File: src/rtl/mux_arbiter_rr_pkg.sv
// Shared constants, FSM state encoding and helpers for the 4-channel transmit scheduler.
// The companion RTL honours the optional MUX_ARB_STRICT_PRIO_EN build macro.
package mux_arbiter_rr_pkg;

  localparam int NUM_CH    = 4;
  localparam int SEL_WIDTH = $clog2(NUM_CH);

  typedef enum logic [1:0] {
    ST_IDLE   = 2'b00,
    ST_ACTIVE = 2'b01,
    ST_STALL  = 2'b10
  } state_t;

  function automatic logic [NUM_CH-1:0] sel_to_onehot(input logic [SEL_WIDTH-1:0] sel);
    sel_to_onehot      = '0;
    sel_to_onehot[sel] = 1'b1;
  endfunction

endpackage

File: src/rtl/mux_arbiter_rr_grant4.sv
// Combinational 4-way grant picker: round-robin from last_grant+1, or fixed priority
// 0 > 1 > 2 > 3 when MUX_ARB_STRICT_PRIO_EN is defined.
module rr_grant4
  import mux_arbiter_rr_pkg::*;
(
  input  logic [NUM_CH-1:0]    eligible,
  input  logic [SEL_WIDTH-1:0] last_grant,
  output logic                 grant_valid,
  output logic [SEL_WIDTH-1:0] grant
);

`ifdef MUX_ARB_STRICT_PRIO_EN
  logic unused_last_grant;
  assign unused_last_grant = ^last_grant;

  always_comb begin
    grant_valid = |eligible;
    grant       = '0;
    for (int i = NUM_CH - 1; i >= 0; i--) begin
      if (eligible[i]) grant = SEL_WIDTH'(i);
    end
  end
`else
  logic [SEL_WIDTH-1:0] cand;

  // Walk offsets from farthest to nearest so the channel right after last_grant wins.
  always_comb begin
    grant_valid = 1'b0;
    grant       = last_grant;
    cand        = '0;
    for (int k = NUM_CH; k >= 1; k--) begin
      cand = last_grant + SEL_WIDTH'(k);
      if (eligible[cand]) begin
        grant_valid = 1'b1;
        grant       = cand;
      end
    end
  end
`endif

endmodule

File: src/rtl/mux_arbiter_rr.sv
// Transmit-side scheduler: drains four source FIFOs onto one word stream plus selector,
// honouring per-destination almost-full. Build macro MUX_ARB_STRICT_PRIO_EN selects fixed priority.
module mux_arbiter_rr #(
  parameter int DATA_WIDTH = 4,
  parameter int SEL_WIDTH  = 2
) (
  input  logic                  clk,
  input  logic                  reset_L,
  input  logic                  enb,
  input  logic [3:0]            fifo_empty,
  input  logic [DATA_WIDTH-1:0] fifo_data0,
  input  logic [DATA_WIDTH-1:0] fifo_data1,
  input  logic [DATA_WIDTH-1:0] fifo_data2,
  input  logic [DATA_WIDTH-1:0] fifo_data3,
  input  logic [3:0]            dest_almost_full,
  output logic [3:0]            fifo_pop,
  output logic [DATA_WIDTH-1:0] out_data,
  output logic [SEL_WIDTH-1:0]  out_sel,
  output logic                  out_valid,
  output logic [1:0]            estado
);

  import mux_arbiter_rr_pkg::*;

  logic [NUM_CH-1:0]    eligible;
  logic                 any_src;
  logic                 grant_valid;
  logic [SEL_WIDTH-1:0] grant;
  logic [SEL_WIDTH-1:0] last_grant;
  logic [SEL_WIDTH-1:0] sel_p1;
  logic                 vld_p1;
  logic [DATA_WIDTH-1:0] fifo_word;
  state_t               state_q;
  state_t               state_d;

  // reset_L gating keeps the pop strobes quiet the instant reset is asserted.
  assign eligible = {NUM_CH{enb & reset_L}} & ~fifo_empty & ~dest_almost_full;
  assign any_src  = ~&fifo_empty;

  rr_grant4 u_grant (
    .eligible    (eligible),
    .last_grant  (last_grant),
    .grant_valid (grant_valid),
    .grant       (grant)
  );

  assign fifo_pop = grant_valid ? sel_to_onehot(grant) : '0;

`ifdef MUX_ARB_STRICT_PRIO_EN
  assign last_grant = '1;
`else
  always_ff @(posedge clk or negedge reset_L) begin
    if (!reset_L)         last_grant <= '1;
    else if (grant_valid) last_grant <= grant;
  end
`endif

  // Stage p1: pop issued last cycle, FIFO read data arrives this cycle.
  always_ff @(posedge clk or negedge reset_L) begin
    if (!reset_L) begin
      sel_p1 <= '0;
      vld_p1 <= 1'b0;
    end else begin
      vld_p1 <= grant_valid;
      if (grant_valid) sel_p1 <= grant;
    end
  end

  always_comb begin
    case (sel_p1)
      2'd0:    fifo_word = fifo_data0;
      2'd1:    fifo_word = fifo_data1;
      2'd2:    fifo_word = fifo_data2;
      default: fifo_word = fifo_data3;
    endcase
  end

  // Output stage: word and selector captured together; both hold while idle.
  always_ff @(posedge clk or negedge reset_L) begin
    if (!reset_L) begin
      out_data  <= '0;
      out_sel   <= '0;
      out_valid <= 1'b0;
    end else begin
      out_valid <= vld_p1;
      if (vld_p1) begin
        out_data <= fifo_word;
        out_sel  <= sel_p1;
      end
    end
  end

  always_ff @(posedge clk or negedge reset_L) begin
    if (!reset_L) state_q <= ST_IDLE;
    else          state_q <= state_d;
  end

  // Next state depends only on this cycle's condition, never on the current state.
  always_comb begin
    state_d = ST_IDLE;
    if (grant_valid)          state_d = ST_ACTIVE;
    else if (enb && any_src)  state_d = ST_STALL;
  end

  always_comb begin
    case (state_q)
      ST_ACTIVE: estado = ST_ACTIVE;
      ST_STALL:  estado = ST_STALL;
      default:   estado = ST_IDLE;
    endcase
  end

endmodule
File: config.mk
export PLATFORM = sky130hd
export DESIGN_NAME = mux_arbiter_rr
export DESIGN_NICKNAME = d
export VERILOG_FILES = /design/src/rtl/mux_arbiter_rr_pkg.sv /design/src/rtl/mux_arbiter_rr_grant4.sv /design/src/rtl/mux_arbiter_rr.sv
export SDC_FILE = /design/constraint.sdc
export NUM_CORES = 1
export LEC_CHECK = 0
export CORE_MARGIN = 1.5
export CORE_UTILIZATION = 37
export DETAILED_ROUTE_END_ITERATION = 16
export PLACE_DENSITY = 0.88
export SYNTH_ARGS = -nofsm -noshare
export SYNTH_HDL_FRONTEND = slang
export SYNTH_HIERARCHICAL = 1
export SYNTH_SLANG_ARGS = --single-unit
File: constraint.sdc
create_clock -name clk -period 1.9 [get_ports clk]
set_input_delay 0.38 -clock clk [delete_from_list [all_inputs] [get_ports clk]]
set_output_delay 0.38 -clock clk [all_outputs]
set_load 0.03 [all_outputs]
Figure 1. Gate-type map.
Scale bar: 10 µm.
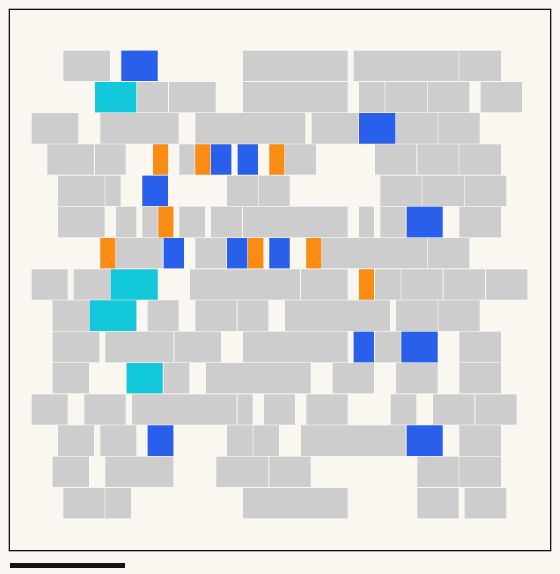
[inverters] orange | cells: 8 | most used: inv_1
[inverting AOI/OAI gates] blue | cells: 13 | most used: o21ai_0
[AND and OR gates] cyan | cells: 4 | where: left middle
Comb area share: 0.324
Cell Count, Final, Fillers Out: 147
most numerous logic cell after layout: clkdlybuf4s50_1

Figure 2. Where the registers sit.
Other sequential cells in the stronger grey, the rest of the logic in the fainter grey.
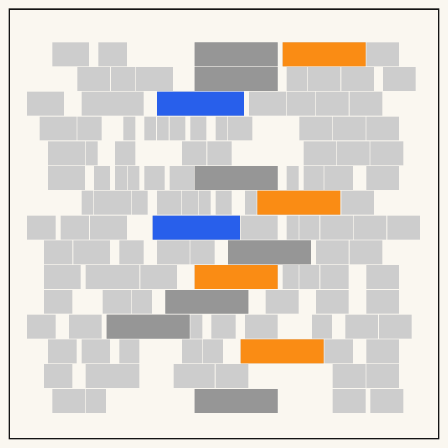
[`out_data`] orange | sequential cells: 4
[`last_grant`] blue | sequential cells: 2
not coloured: 7
sequential share of cell area: 0.255
final core utilization: 0.729
seq pwr: 0.000471 W

Figure 3. Metal layers overlaid.
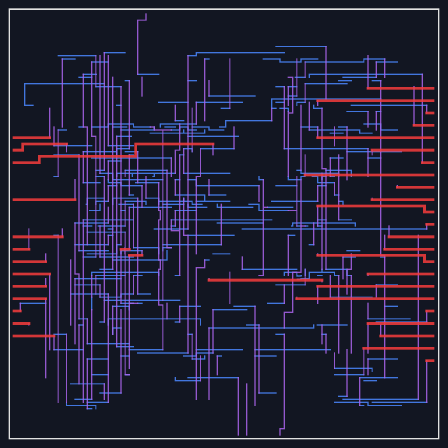
[met1] blue | wire length: 742 µm
[met2] purple | wire length: 986 µm
[met3] red | wire length: 245 µm
total track usage: 0.188
DR vias: 756
Routed wire per std cell: 13.4 µm
routed wire length: 1970 µm

Figure 4. Clock wiring as the flow saved it.
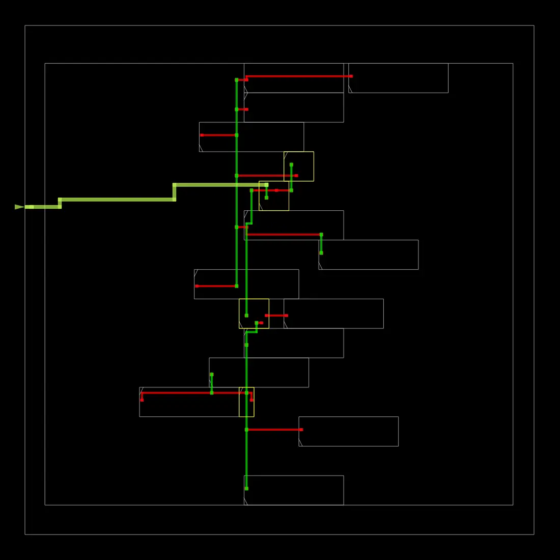
clk_lat worst skew: 260 ps
Setup Skew: 4.51 ps
TritonCTS Buffers: 3
Clock group: 0.000160 W

Figure 5. Pin placement.
Pins as bars across the die edge, other pins in grey.
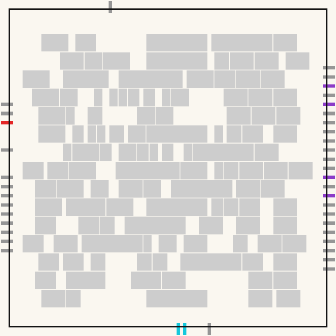
[`estado`] cyan | pins: 2 | direction: output | edge: bottom
[`clk`] red | pins: 1 | direction: input | edge: left
[`fifo_data1`] purple | pins: 4 | direction: input | edge: right
all pins by edge: 23 right, 13 left, 3 bottom, 1 top
Die H: 47.0 µm
Die Wd: 47.0 µm

==> impl_metrics.json <==
{
  "cp.required_ps": 1520,
  "yosys_warnings": 6,
  "report.final.slew_viol_count": 0,
  "htreeDepth": 1,
  "async_flop_share": 1.00,
  "clkSlewWorstSetupHoldPaths_ps": 80,
  "finalPower_w": 0.00130,
  "path_cells": "clkdlybuf4s15_2 > nand2_4 > nor3_4 > buf_4 > a31oi_1 > a21oi_2 > nand2_1 > nor2_4 > buf_6",
  "ys_top_cells_by_area": "dfrtp_1, mux2i_1, dfstp_2, nand2b_1, o221ai_1",
  "yosysMostFrequentCell": "dfrtp_1",
  "holdWs_ps": 191,
  "clk_path_buf_depth": 2,
  "start_kind": "primary input",
  "die-area_um2": 2210,
  "tns_ps": -1390,
  "ys_seq_elements": 13,
  "rows": 15,
  "place.gp.congestion": 0.747,
  "hold_violations": 0,
  "hold_class": "in2async",
  "fp_util": 0.406,
  "dr.max_layer_used": "met3",
  "postSynthSeqShare": 0.457,
  "route.met3.wl_um": 245,
  "grt_max_degree": 14,
  "core_area_um2": 1760,
  "power.density_nw_per_um2": 1010,
  "dp_hpwl_um": 1440,
  "layout.nets": 150,
  "tightest_slew_ps": 466,
  "synthTopCellsByCount": "dfrtp_1, mux2i_1, inv_1",
  "violations": "negative setup slack",
  "synth.distinct_cells": 23,
  "drv_cap": 0,
  "cts.sink_count": 13,
  "cp_slowest_cell": "nor3_4",
  "cts_root_buf": "clkbuf_4",
  "first_global_vias": 707,
  "fillers": 150,
  "warnings": 29,
  "crit_path_end_kind": "primary output",
  "area_growth_pct": 79.4,
  "yosysTopAreaCell": "dfrtp_1",
  "drive_gt1_frac": 0.262,
  "wl_met2_um": 986,
  "yosysChipArea_um2": 717,
  "grt_pass1_wl_um": 2900,
  "diodes": 0,
  "drc": 0,
  "synth-edff-count": 0,
  "leakagePower_nw": 0.569,
  "fin_ws_ps": -372,
  "area.sequential_um2": 328,
  "drt-pass1-iter-count": 4,
  "drt-initial-drc-count": 7,
  "ioPinCount": 40,
  "ys_cells": 73,
  "cp.arrival_ps": 1890,
  "top_area_frac": 0.384,
  "rsz0062_at_grt": "true",
  "fp_nets": 100,
  "cts_tree": "built",
  "gr-total-overflow": 0,
  "viasPerCell": 5.14,
  "period_used_share": 1.20,
  "criticalPathCategory": "in2out",
  "netlist_area_um2": 717,
  "met1_length_um": 741,
  "maxSlewHeadroom": 0.689,
  "outcome": "finished with violations",
  "crit_path_max_incr_delay_ps": 260,
  "synth-main-ff-cell": "dfrtp_1",
  "ant_nets": 0,
  "synth_cells": 73,
  "finalSetupViolCount": 4,
  "combGateArea_um2": 417,
  "irDropWorstVdd_uv": 495,
  "max_freq_mhz": 440,
  "worstPathMaxFanout": 4,
  "avgSynthCellArea_um2": 9.82,
  "hold_buffers": 0,
  "period_needed_ps": 2270,
  "io_buffers": 39,
  "grt_antenna_before_repair": 0
}
==> worst max-delay path: cells and delay by family <==
| kind | cells | cell delay (ps) |
|---|---|---|
| buffers and inverters | 3 | 510 |
| AND-OR/OR-AND | 2 | 360 |
| AND/OR/NAND/NOR | 4 | 640 |
==> report_power, final <==
part	switching [W]	leakage (nW)	total, W	internal [W]
sequential	0.0000907	0.159	0.000471	0.000380
clock	0.0000792	0.0150	0.000160	0.0000811
combinational	0.000336	0.394	0.000668	0.000332
==> registers in the layout, summed over array words and instances (netlist names) <==
signal and flops:
out_valid 1, out_data 4, state_q 2, out_sel 2, last_grant 2, sel_p1 2
==> area by class of cell <==
type,instances,share of cell area
inverters,8,0.0233
well taps,25,0.0243
flip-flops and latches,13,0.255
repair buffers,47,0.353
multi-input cells,50,0.324
clock buffers,4,0.0204
==> metal layers <==
metal | up-vias | global-route usage
li1 | 358 | -
met1 | 356 | 0.189
met2 | 42 | 0.359
met3 | 0 | 0.0808
met4 | 0 | 0.0389
met5 | - | 0
==> through the flow <==
stage	utilization	cells	worst slack (ps)	cell area, µm²
after floorplan	-	73	-24.6	748
after global placement	0.674	141	-574	1190
after detailed placement	0.674	141	-684	1190
after CTS	0.727	147	-327	1280
after global routing	0.729	147	-439	1290
final	0.729	147	-372	1290
==> what timing repair did <==
item,CTS,global route
pin swaps,9,0
endpoints found under the setup margin,6,5
gates resized,28,2
setup buffers,2,0
gates cloned,0,0
==> layout by cell type (no fill, tap or decap) <==
master           instances
nand2_1                  3
buf_4                    7
mux2i_1                  9
o21ai_0                  5
nand2b_1                 6
or4_4                    1
nor3_1                   1
buf_6                    5
inv_1                    8
clkdlybuf4s15_2          2
o22ai_1                  1
dfrtp_1                 11
clkdlybuf4s50_1         24
o221ai_1                 4
nor2_4                   1
nor3_4                   2
a221o_2                  1
nor2b_1                  3
a21oi_1                  1
a21oi_2                  1
clkbuf_1                 1
and3b_1                  1
a31oi_1                  1
clkbuf_4                 3
mux2_2                   1
nor2_1                   1
nor3b_4                  1
dlygate4sd2_1            8
and3_4                   1
nor3_2                   2
dfstp_2                  2
dlymetal6s2s_1           1
nand2_4                  1
nand4_1                  1
and3b_2                  1
==> cells by family after synthesis <==
logic type / synth area share
simple gates: 0.208
compound gates: 0.129
flops: 0.457
mux: 0.141
buf+inv: 0.0646
==> worst paths after layout <==
kind / start / to / slack [ps] / depth (start not counted)
setup / recovery: reset_L / fifo_pop[2] / -370 / 9
hold / removal: reset_L / out_sel[0] / 190 / 2
setup reg to reg: last_grant[1] / sel_p1[1] / 330 / 7
hold reg to reg: last_grant[0] / last_grant[0] / 490 / 2
max in group asynchronous: reset_L / last_grant[1] / 1480 / 2
min in group clk: last_grant[0] / last_grant[0] / 490 / 2
Power is estimated from default activity; no workload was simulated.
